placed.png
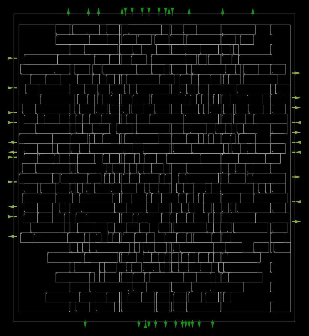
layers.png
Scale: 4 px per um. Only two layers are drawn.
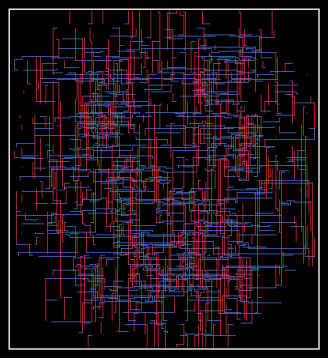
m3.png
Scale: 4 px per um.
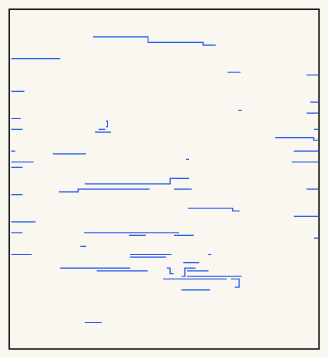
==> config.mk <==
export PLATFORM = sky130hd
export DESIGN_NAME = sprite_scan_controller
export DESIGN_NICKNAME = d
export VERILOG_FILES = /design/src/rtl/sprite_scan_controller.sv
export SDC_FILE = /design/constraint.sdc
export NUM_CORES = 1
export LEC_CHECK = 0
export CAP_MARGIN = 20
export CORE_ASPECT_RATIO = 1.1
export CORE_UTILIZATION = 54
export CTS_CLUSTER_DIAMETER = 120
export DETAILED_ROUTE_END_ITERATION = 10
export PLACE_DENSITY = 0.82
export SYNTH_ARGS = -nofsm -noshare
export SYNTH_HDL_FRONTEND = slang
export SYNTH_SLANG_ARGS = --single-unit
export TNS_END_PERCENT = 100
==> constraint.sdc <==
create_clock -name clk_i -period 2.9 [get_ports clk_i]
set_input_delay 0.58 -clock clk_i [delete_from_list [all_inputs] [get_ports clk_i]]
set_output_delay 0.58 -clock clk_i [all_outputs]
set_load 0.05 [all_outputs]
==> results.sh <==
# flow metrics
export IMPL_status="completed"
export IMPL_ir_worst_vdd_uv=738
export IMPL_warning_count=28
export IMPL_powerDensity_nw_per_um2=1080
export IMPL_grt_overflow=0
export IMPL_highest_layer="met4"
export IMPL_crit_chain="inv_1 -> ha_1 -> buf_4 -> o21ai_0 -> nor3_1 -> o21ai_0 -> xor2_1 -> nor2_1"
export IMPL_worst_pin_slew_ns=0.637
export IMPL_cts_tree="done"
export IMPL_cp_arrival_ns=2.56
export IMPL_dominant_cell_class="combinational gates"
export IMPL_grt_met1_usage_pct=30.5
export IMPL_synth_cell_types=53
export IMPL_setup_ws_ns=0.555
export IMPL_fin_skew_ns=0.00556
export IMPL_first_global_vias=2700
export IMPL_cp_num_buf_inv=2
export IMPL_syn_area_um2=3350
export IMPL_r2r_setup_slack_ns=0.56
export IMPL_core_util_floorplan_pct=57.0
export IMPL_syn2layout_area_growth_pct=21.8
export IMPL_drive_above_1_share_pct=13.3
export IMPL_dp_slack_ns=0.365
export IMPL_synth_compound_area_share_pct=15.9
export IMPL_finalSetupTns_ns=0
export IMPL_synthArstFlopShare_pct=100
export IMPL_cts_resized=0
export IMPL_die_y_um=84.6
export IMPL_comb_cell_share_pct=42.1
export IMPL_power_internal_mw=2.45
export IMPL_min_delay_path_class="reg2reg"
export IMPL_p_seq_mw=1.41
export IMPL_clk_latency_ns=0.34
export IMPL_max_clock_freq_mhz=427
export IMPL_core_um2=5880
export IMPL_power_clock_mw=0.655
export IMPL_pg_comb_mw=2.34
export IMPL_cts_setup_buffers=0
export IMPL_dpl_cell_area_um2=3910
export IMPL_cp_depth=8
export IMPL_relSlewSlack_pct=57.5
export IMPL_clk_share_pct=4.14
export IMPL_nets=412
export IMPL_synthMuxAreaShare_pct=9.38
export IMPL_clock_sinks=60
export IMPL_cp_common_cell="o21ai_0"
export IMPL_clockBufferDepth=2
export IMPL_ys_cells=321
export IMPL_ys_warnings_count=0
export IMPL_cts_buffers=9
export IMPL_fin_crit_sh_pct=80.8
export IMPL_wl_met2_mm=3.41
export IMPL_cp_top_family="buffers and inverters"
export IMPL_final_max_slew_viol_count=0
export IMPL_layout_top_cell="dfrtp_1"
export IMPL_criticalPathCategory="reg2reg"
export IMPL_pin_count=49
export IMPL_via_per_inst=5.85
export IMPL_rows=29
About placed.png:
fin util: 69.4%
Tap Cells: 77
fillcell total: 457
Non-Filler Instances: 454
flop share of the area: 36.8%

About layers.png:
Key: blue = M1 [wire length 3,030 um]; red = M2 [wire length 3,410 um]
Post-Route WL: 6.94 mm
Global Route Usage Sum: 24.3%
Wirelength per Cell: 15.3 um
Via Count: 2,655

About m3.png:
The wires run mostly horizontal. The longest straight run is 23.5 um. 40 nets have wire on it. The layer carries 345 um of wire. The layer holds 5.0% of the routed length.
M3 GR Usage: 6.09%

